**Run 1: clock network drawn from the DEF**

(3 px per um)
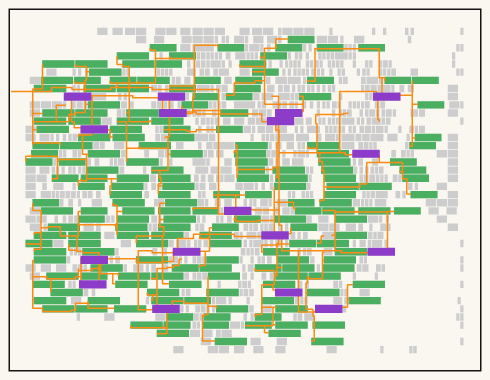
**Run 1: cell classes on the final placement**

(2 px per um) Fill, decap, tap and diode cells in gray.
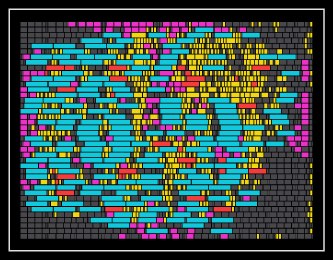
**Run 1: wires at chosen ports, followed through buffers**

(2 px per um)
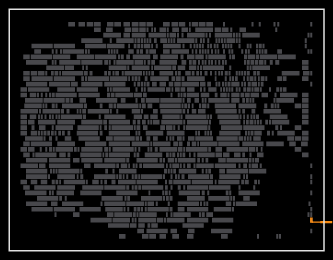
**Run 1: metal 2**

(3 px per um) Cells faint in the background.
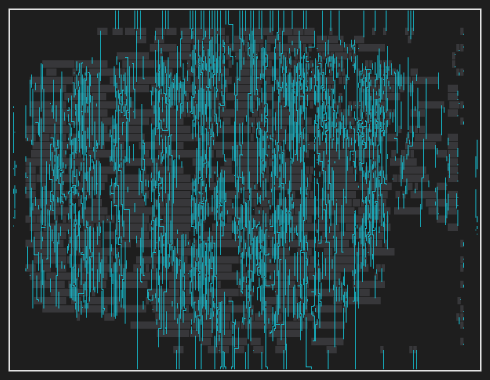
[src/rtl/control_pipe.sv]
`default_nettype none
// ============================================================================
// Module   : control_pipe
// Brief    : instruction FIFO feeding a registered vector-control decoder;
//            define CTRL_HAZARD_EN to insert a load-use bubble.
// Revision : 1.0
// ============================================================================
module control_pipe #(
    parameter int DEPTH = 4,
    parameter int BYTES = 16
) (
    input  logic                     clk,
    input  logic                     reset,
    input  logic                     flush,
    input  logic                     in_valid,
    output logic                     in_ready,
    input  logic [31:0]              instr,
    output logic                     out_valid,
    input  logic                     out_ready,
    output logic [5:0]               aluop,
    output logic [2:0]               ppp,
    output logic [1:0]               ww,
    output logic [2:0]               memop,
    output logic [2:0]               regop,
    output logic [4:0]               rrdaddra,
    output logic [4:0]               rrdaddrb,
    output logic [4:0]               rwraddrd,
    output logic [20:0]              maddr,
    output logic [BYTES-1:0]         wbyteen,
    output logic                     reginmuxop,
    output logic                     aluinmuxop,
    output logic [31:0]              immediate,
    output logic                     hazard,
    output logic [$clog2(DEPTH):0]   count
);

    localparam int AW = $clog2(DEPTH);
    localparam int LW = $clog2(BYTES);

    localparam logic [AW:0]   c_depth    = (AW+1)'(DEPTH);
    localparam logic [LW-1:0] c_lane_max = LW'(BYTES-1);

    localparam logic [2:0] c_regnop = 3'b000;
    localparam logic [2:0] c_rd0wr1 = 3'b001;
    localparam logic [2:0] c_rd1wr0 = 3'b010;
    localparam logic [2:0] c_rd1wr1 = 3'b011;
    localparam logic [2:0] c_rd2wr1 = 3'b100;
    localparam logic [2:0] c_memnop = 3'b000;
    localparam logic [2:0] c_memwld = 3'b001;
    localparam logic [2:0] c_memwst = 3'b010;
    localparam logic [5:0] c_alunop = 6'b000000;

    // Instruction bits are numbered MSB-first: field instr[a:b] lives at
    // w_head[31-a:31-b].
    logic [31:0]      r_mem [DEPTH];
    logic [AW-1:0]    r_wptr, r_rptr;
    logic [AW:0]      r_count;
    logic [31:0]      w_head;
    logic             w_empty, w_push, w_pop, w_load, w_hazard;

    logic [5:0]       w_dec_aluop;
    logic [2:0]       w_dec_ppp, w_dec_memop, w_dec_regop;
    logic [1:0]       w_dec_ww;
    logic [4:0]       w_dec_rda, w_dec_rdb, w_dec_wrd;
    logic [20:0]      w_dec_maddr;
    logic [31:0]      w_dec_imm;
    logic             w_dec_reginmux, w_dec_aluinmux;
    logic [BYTES-1:0] w_byteen;
    logic [LW-1:0]    w_last;
    logic             w_ww_ok;
    logic             w_unused_bits;

    logic             r_valid, r_hazard;
    logic [5:0]       r_aluop;
    logic [2:0]       r_ppp, r_memop, r_regop;
    logic [1:0]       r_ww;
    logic [4:0]       r_rda, r_rdb, r_wrd;
    logic [20:0]      r_maddr;
    logic [31:0]      r_imm;
    logic             r_reginmux, r_aluinmux;
    logic [BYTES-1:0] r_wbyteen;

    assign w_empty       = (r_count == '0);
    assign in_ready      = (r_count < c_depth);
    assign w_head        = r_mem[r_rptr];
    assign w_unused_bits = ^w_head[31:30];
    assign w_load        = (!r_valid || out_ready) && !w_empty && !w_hazard;
    assign w_push        = in_valid && in_ready && !flush;
    assign w_pop         = w_load && !flush;

    always_ff @(posedge clk) begin
        if (w_push) begin
            r_mem[r_wptr] <= instr;
        end
    end

    always_ff @(posedge clk or posedge reset) begin
        if (reset) begin
            r_wptr  <= '0;
            r_rptr  <= '0;
            r_count <= '0;
        end else if (flush) begin
            r_wptr  <= '0;
            r_rptr  <= '0;
            r_count <= '0;
        end else begin
            if (w_push) r_wptr <= r_wptr + 1'b1;
            if (w_pop)  r_rptr <= r_rptr + 1'b1;
            case ({w_push, w_pop})
                2'b10:   r_count <= r_count + 1'b1;
                2'b01:   r_count <= r_count - 1'b1;
                default: r_count <= r_count;
            endcase
        end
    end

    always_comb begin
        w_dec_ppp      = w_head[10:8];
        w_dec_ww       = w_head[7:6];
        w_dec_maddr    = w_head[20:0];
        w_dec_wrd      = w_head[25:21];
        w_dec_rdb      = w_head[15:11];
        w_dec_rda      = w_head[20:16];
        w_dec_imm      = {w_head[15:11], 27'b0};
        w_dec_aluop    = c_alunop;
        w_dec_regop    = c_regnop;
        w_dec_memop    = c_memnop;
        w_dec_reginmux = 1'b0;
        w_dec_aluinmux = 1'b0;
        if (w_head[29]) begin
            w_dec_aluop    = w_head[5:0];
            w_dec_regop    = c_rd1wr1;
            w_dec_aluinmux = 1'b1;
        end else if (w_head[28]) begin
            if ({w_head[5:3], w_head[0]} == 4'b0101) begin
                w_dec_aluop    = {w_head[5:1], 1'b0};
                w_dec_regop    = c_rd1wr1;
                w_dec_aluinmux = 1'b1;
            end else if (w_head[5:0] == 6'b001000) begin
                w_dec_aluop    = w_head[5:0];
                w_dec_regop    = c_rd1wr1;
                w_dec_aluinmux = 1'b1;
            end else begin
                w_dec_aluop    = w_head[5:0];
                w_dec_regop    = c_rd2wr1;
            end
        end else if (w_head[27]) begin
            w_dec_regop = c_rd1wr0;
            w_dec_memop = c_memwst;
            w_dec_rda   = w_head[25:21];
        end else if (w_head[26]) begin
            w_dec_regop    = c_rd0wr1;
            w_dec_memop    = c_memwld;
            w_dec_reginmux = 1'b1;
        end
    end

    // Lane 0 is the most significant lane, so lane l drives bit BYTES-1-l.
    assign w_last  = c_lane_max >> w_dec_ww;
    assign w_ww_ok = (w_dec_ww != 2'b11);

    for (genvar l = 0; l < BYTES; l++) begin : g_lane
        logic [LW-1:0] w_elem;
        logic          w_sel;
        assign w_elem = LW'(l) >> w_dec_ww;
        always_comb begin
            w_sel = 1'b0;
            case (w_dec_ppp)
                3'b000:  w_sel = 1'b1;
                3'b001:  w_sel = (l < BYTES/2);
                3'b010:  w_sel = (l >= BYTES/2);
                3'b011:  w_sel = w_ww_ok && !w_elem[0];
                3'b100:  w_sel = w_ww_ok && w_elem[0];
                3'b101:  w_sel = w_ww_ok && (w_elem == '0);
                3'b110:  w_sel = w_ww_ok && (w_elem == w_last);
                default: w_sel = 1'b0;
            endcase
        end
        assign w_byteen[BYTES-1-l] = w_sel;
    end

`ifdef CTRL_HAZARD_EN
    logic w_use_a, w_use_b;
    assign w_use_a  = (w_dec_regop == c_rd1wr1) || (w_dec_regop == c_rd1wr0) ||
                      (w_dec_regop == c_rd2wr1);
    assign w_use_b  = (w_dec_regop == c_rd2wr1);
    assign w_hazard = r_valid && out_ready && !w_empty && (r_memop == c_memwld) &&
                      ((w_use_a && (w_dec_rda == r_wrd)) ||
                       (w_use_b && (w_dec_rdb == r_wrd)));
`else
    assign w_hazard = 1'b0;
`endif

    always_ff @(posedge clk or posedge reset) begin
        if (reset) begin
            r_valid    <= 1'b0;
            r_hazard   <= 1'b0;
            r_aluop    <= c_alunop;
            r_ppp      <= '0;
            r_ww       <= '0;
            r_memop    <= c_memnop;
            r_regop    <= c_regnop;
            r_rda      <= '0;
            r_rdb      <= '0;
            r_wrd      <= '0;
            r_maddr    <= '0;
            r_imm      <= '0;
            r_reginmux <= 1'b0;
            r_aluinmux <= 1'b0;
            r_wbyteen  <= '0;
        end else if (flush) begin
            r_valid  <= 1'b0;
            r_hazard <= 1'b0;
        end else if (w_hazard) begin
            r_valid  <= 1'b0;
            r_hazard <= 1'b1;
        end else begin
            r_hazard <= 1'b0;
            if (w_load) begin
                r_valid    <= 1'b1;
                r_aluop    <= w_dec_aluop;
                r_ppp      <= w_dec_ppp;
                r_ww       <= w_dec_ww;
                r_memop    <= w_dec_memop;
                r_regop    <= w_dec_regop;
                r_rda      <= w_dec_rda;
                r_rdb      <= w_dec_rdb;
                r_wrd      <= w_dec_wrd;
                r_maddr    <= w_dec_maddr;
                r_imm      <= w_dec_imm;
                r_reginmux <= w_dec_reginmux;
                r_aluinmux <= w_dec_aluinmux;
                r_wbyteen  <= w_byteen;
            end else if (out_ready) begin
                r_valid <= 1'b0;
            end
        end
    end

    assign out_valid  = r_valid;
    assign hazard     = r_hazard;
    assign aluop      = r_aluop;
    assign ppp        = r_ppp;
    assign ww         = r_ww;
    assign memop      = r_memop;
    assign regop      = r_regop;
    assign rrdaddra   = r_rda;
    assign rrdaddrb   = r_rdb;
    assign rwraddrd   = r_wrd;
    assign maddr      = r_maddr;
    assign immediate  = r_imm;
    assign reginmuxop = r_reginmux;
    assign aluinmuxop = r_aluinmux;
    assign wbyteen    = r_wbyteen;
    assign count      = r_count;

endmodule
`default_nettype wire

[config.mk]
export PLATFORM = sky130hd
export DESIGN_NAME = control_pipe
export DESIGN_NICKNAME = d
export VERILOG_FILES = /design/src/rtl/control_pipe.sv
export SDC_FILE = /design/constraint.sdc
export NUM_CORES = 1
export LEC_CHECK = 0
export ABC_AREA = 1
export CAP_MARGIN = 20
export CORE_ASPECT_RATIO = 0.75
export CORE_MARGIN = 5
export CORE_UTILIZATION = 53
export DETAILED_ROUTE_END_ITERATION = 6
export PLACE_DENSITY = 0.9
export SLEW_MARGIN = 40
export SYNTH_ARGS = -nofsm -noshare
export SYNTH_HDL_FRONTEND = slang
export SYNTH_SLANG_ARGS = --single-unit
[constraint.sdc]
create_clock -name clk -period 2.95 [get_ports clk]
set_input_delay 0.7375 -clock clk [delete_from_list [all_inputs] [get_ports clk]]
set_output_delay 0.7375 -clock clk [all_outputs]
set_load 0.05 [all_outputs]
==> flow_summary_export.csv, run 1 <==
group,metric,value,unit
logic_synthesis,yosysWarnings,0,
logic_synthesis,ys_top_cells_by_area,"edfxtp_1, dfrtp_1, nand2_1",
logic_synthesis,most_common_cell,"nand2_1",
grt,grt_pass1_vias,6400,
setup_path,reg2reg_slack,450,ps
logic_synthesis,ys.flop_type,"edfxtp_1",
route,met3_length,2.16,mm
floorplanning,fp_util,53.7,%
floorplanning,rows,40,
placement,hpwlAfterDp,13.7,mm
logic_synthesis,ys_top_cells_by_count,"nand2_1, edfxtp_1, nor2_1",
logic_synthesis,ys_seq_share,61.7,%
logic_synthesis,async_flop_share,35.8,%
final_timing,period_needed,2560,ps
floorplanning,fp.dieW,157,um
grt,grt_pass1_wl,32.9,mm
final_layout,layout-drive-gt1-share,9.59,%
final_layout,most-common-layout-cells,"nand2_1, edfxtp_1, clkdlybuf4s50_1",
final_timing,worst_slew_pin_slew,592,ps
final_timing,rsz0062_at_grt,"false",
setup_path,cp-start-kind,"flip-flop",
grt,grt_max_degree,44,
clock_network,root_buffer,"clkbuf_16",
logic_synthesis,synth_flop_count,187,
setup_path,path_class,"reg2out",
clock_network,max-clock-path-buffers,2,
final_timing,worst_hold_slack,474,ps
outcome,status,"finished, final reports clean",
floorplanning,die-area,18800,um^2
clock_network,cts_buffers,17,
final_layout,lay_top_count,"nand2_1",
clock_network,htreeDepth,4,
clock_network,cts-resized-gates,0,
clock_network,clk_pin_slew,70,ps
pwr,p_per_area,1230,nW/um^2
logic_synthesis,largest_area_cell,"edfxtp_1",
route,antenna_left,0,
logic_synthesis,ys_cells,842,
final_timing,finalCritPeriodShare,86.6,%
grt,grt.overflow.total,0,
Notes on 'clock network drawn from the DEF' above:
[clock-net drivers] purple | count: 17
[flip-flops] green | count: 187
[clock wires] orange | length: 1,990 um
routed clock nets: 18
Max Clock Skew: 13.1 ps
Clock group: 2.10 mW

Notes on 'cell classes on the final placement' above:
| class | color | cells |
|---|---|---|
| registers | cyan | 187 |
| remaining buffers and delay cells | magenta | 133 |
| clock drivers and dummy loads | red | 32 |
| remaining logic cells | yellow | 607 |

Notes on 'wires at chosen ports, followed through buffers' above:
| port | color | bits | direction | end cells | buffers | wire |
|---|---|---|---|---|---|---|
| hazard | orange | 1 | output | 1 | 0 | 5.00 um |

Notes on 'metal 2' above:
share of all routed wire: 49%
wire length on this layer: 10,000 um
main direction: vertical
longest straight run: 47.0 um
nets with wire on the layer: 829

[run 1: layout make-up]
class	count	area (um^2)
well taps	210	263
fillers	1189	5670
multi-input cells	551	2640
repair buffers	133	1310
inverters	56	210
clock buffers	21	450
clock inverters	11	83.8
flip-flops and latches	187	5280
diodes	1	2.50
[run 1: cells by family (layout without fill, tap and decap cells)]
kind of cell	after synthesis	after routing	share of synthesized area, %
and+or+nand+nor	391	391	19.8
DFF	187	187	61.7
buffers and inverters	132	221	8.72
AOI/OAI and AO/OA	117	117	7.62
adders and majority gates	13	13	1.99
other	1	30	0.0438
xor gates and xnor gates	1	1	0.102
[run 1: path summary, 6_finish.rpt]
path,to,cells past startpoint,from
max in group asynchronous,aluop[5]$_DFFE_PP0P_,3,reset
min,maddr[3]$_DFFE_PP0P_,2,maddr[3]$_DFFE_PP0P_
max,in_ready,2,count[2]$_DFFE_PP0P_
max reg2reg,wbyteen[3]$_DFFE_PP0P_,13,r_rptr[1]$_DFFE_PP0P_
min in group asynchronous,r_rptr[0]$_DFFE_PP0P_,2,reset
min reg2reg,maddr[3]$_DFFE_PP0P_,2,maddr[3]$_DFFE_PP0P_
[run 1: state kept, by name, summed over array words and instances (netlist names)]
| signal | count |
|---|---|
| out_valid | 1 |
| maddr | 18 |
| memop | 2 |
| aluop | 6 |
| ppp | 2 |
| aluinmuxop | 1 |
| rrdaddra | 5 |
| r_rptr | 2 |
| r_mem | 120 |
| regop | 3 |
| rwraddrd | 5 |
| ww | 1 |
| count | 3 |
| r_wptr | 2 |
| wbyteen | 16 |
[run 1: worst max-delay path, cell delays in order (launching register included)]
cell	delay, ps
dfrtp_1	420
inv_1	140
clkdlybuf4s50_1	820
[run 1: stage by stage]
step | std cells | power (mW) | cell area, um^2
2_1_floorplan | 870 | 8.61 | 8660
3_3_place_gp | 1137 | 10.3 | 9710
3_5_place_dp | 1137 | 10.4 | 9710
4_1_cts | 1169 | 12.6 | 10200
5_1_grt | 1169 | 13.3 | 10200
6_report | 1170 | 12.6 | 10200
[run 1: where the power goes]
group | internal (mW) | leakage, nW | switching, mW
logic | 2.00 | 2.13 | 4.82
clock network | 1.12 | 0.267 | 0.989
registers | 3.34 | 1.92 | 0.327
total | 6.45 | 4.32 | 6.14
[run 1: metal layers]
metal	vias up	GRT usage [%]
li1	2939	-
met1	3066	27.4
met2	320	37.0
met3	53	8.26
met4	2	9.38
met5	-	0
## Run 2: what changed since run 1
--- a/config.mk
+++ b/config.mk
@@ -10,6 +10,7 @@
 export CORE_ASPECT_RATIO = 0.75
 export CORE_MARGIN = 5
 export CORE_UTILIZATION = 53
+export CTS_CLUSTER_SIZE = 10
 export DETAILED_ROUTE_END_ITERATION = 6
 export PLACE_DENSITY = 0.9
 export SLEW_MARGIN = 40
**Run 2: metal 2**

(3 px per um) Cells faint in the background.
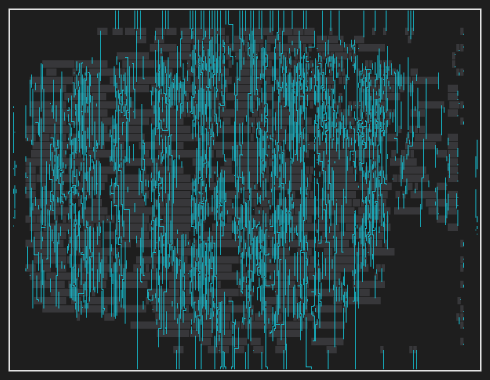
nets with wire on the layer: 829
longest straight run: 47.0 um
share of all routed wire: 49%
Routed Wire Length: 20.5 mm
routed vias: 6,380

==> flow_summary_export.csv, run 2 <==
group,metric,value,unit
final_timing,period_needed,2560,ps
floorplanning,die-area,18800,um^2
setup_path,cp_slowest_cell,"clkdlybuf4s50_1",
clock_network,max-clock-path-buffers,2,
logic_synthesis,ys_top_cells_by_area,"edfxtp_1, dfrtp_1, nand2_1",
setup_path,path_class,"reg2out",
final_timing,worst_hold_slack,474,ps
grt,grt_pass1_vias,6400,
final_timing,rsz0062_at_grt,"false",
final_layout,most-common-layout-cells,"nand2_1, edfxtp_1, clkdlybuf4s50_1",
logic_synthesis,most_common_cell,"nand2_1",
setup_path,cp_slowest_stage_delay,820,ps
outcome,status,"finished, final reports clean",
final_timing,fin_worst_skew,13.1,ps
floorplanning,rows,40,
final_timing,worst_slew_pin_slew,592,ps
final_layout,layout-drive-gt1-share,9.59,%
grt,grt_max_degree,44,
clock_network,cts_buffers,17,
floorplanning,fp_util,53.7,%
final_timing,finalCritPeriodShare,86.6,%
## run 2: cell counts after synthesis
No cell type changed its count.
## run 2: final cells by class
cell class	instances	area [um^2]
fill	1189	5670
sequential	187	5280
multi-input combinational	551	2640
timing repair buffer	133	1310
clock buffer	21	450
tap	210	263
inverter	56	210
clock inverter	11	83.8
antenna	1	2.50
## run 2: worst paths after layout
check,depth (start not counted),end,start,slack (ps)
min reg2reg,2,maddr[3]$_DFFE_PP0P_,maddr[3]$_DFFE_PP0P_,470
max,2,in_ready,count[2]$_DFFE_PP0P_,390
max in group asynchronous,3,aluop[5]$_DFFE_PP0P_,reset,1590
min in group asynchronous,2,r_rptr[0]$_DFFE_PP0P_,reset,670
max reg2reg,13,wbyteen[3]$_DFFE_PP0P_,r_rptr[1]$_DFFE_PP0P_,450
min,2,maddr[3]$_DFFE_PP0P_,maddr[3]$_DFFE_PP0P_,470
## run 2: report_power, final
group	switching [mW]	internal (mW)	total (mW)	leakage, nW
combinational	4.82	2.00	6.82	2.13
clock	0.989	1.12	2.10	0.267
sequential	0.327	3.34	3.66	1.92
## run 2: logic make-up after synthesis
logic type,after synthesis,share of synthesized area [%]
AND-OR/OR-AND,117,7.62
other,1,0.0438
flip-flops,187,61.7
XOR/XNOR,1,0.102
buffers and inverters,132,8.72
adder cells (fa/ha/maj),13,1.99
AND/OR/NAND/NOR,391,19.8
## run 2: metrics by stage
stage | setup slack [ps] | instance area (um^2)
2_1_floorplan | 127 | 8660
3_3_place_gp | 357 | 9710
3_5_place_dp | 276 | 9710
4_1_cts | 388 | 10200
5_1_grt | 197 | 10200
6_report | 394 | 10200
## run 2: layer usage
metal	wire (um)	up-vias	share of wire, %	global-route usage [%]
li1	-	2939	-	-
met1	7750	3066	38	27.4
met2	10000	320	49	37.0
met3	2160	53	11	8.26
met4	554	2	2.7	9.38
met5	11	-	0.054	0
## run 2: worst max-delay path: cells and delay by family, from the launching register on
kind | cells | cell delay, ps
buf+inv | 2 | 960
flops | 1 | 420
Power is estimated from default activity; no workload was simulated.
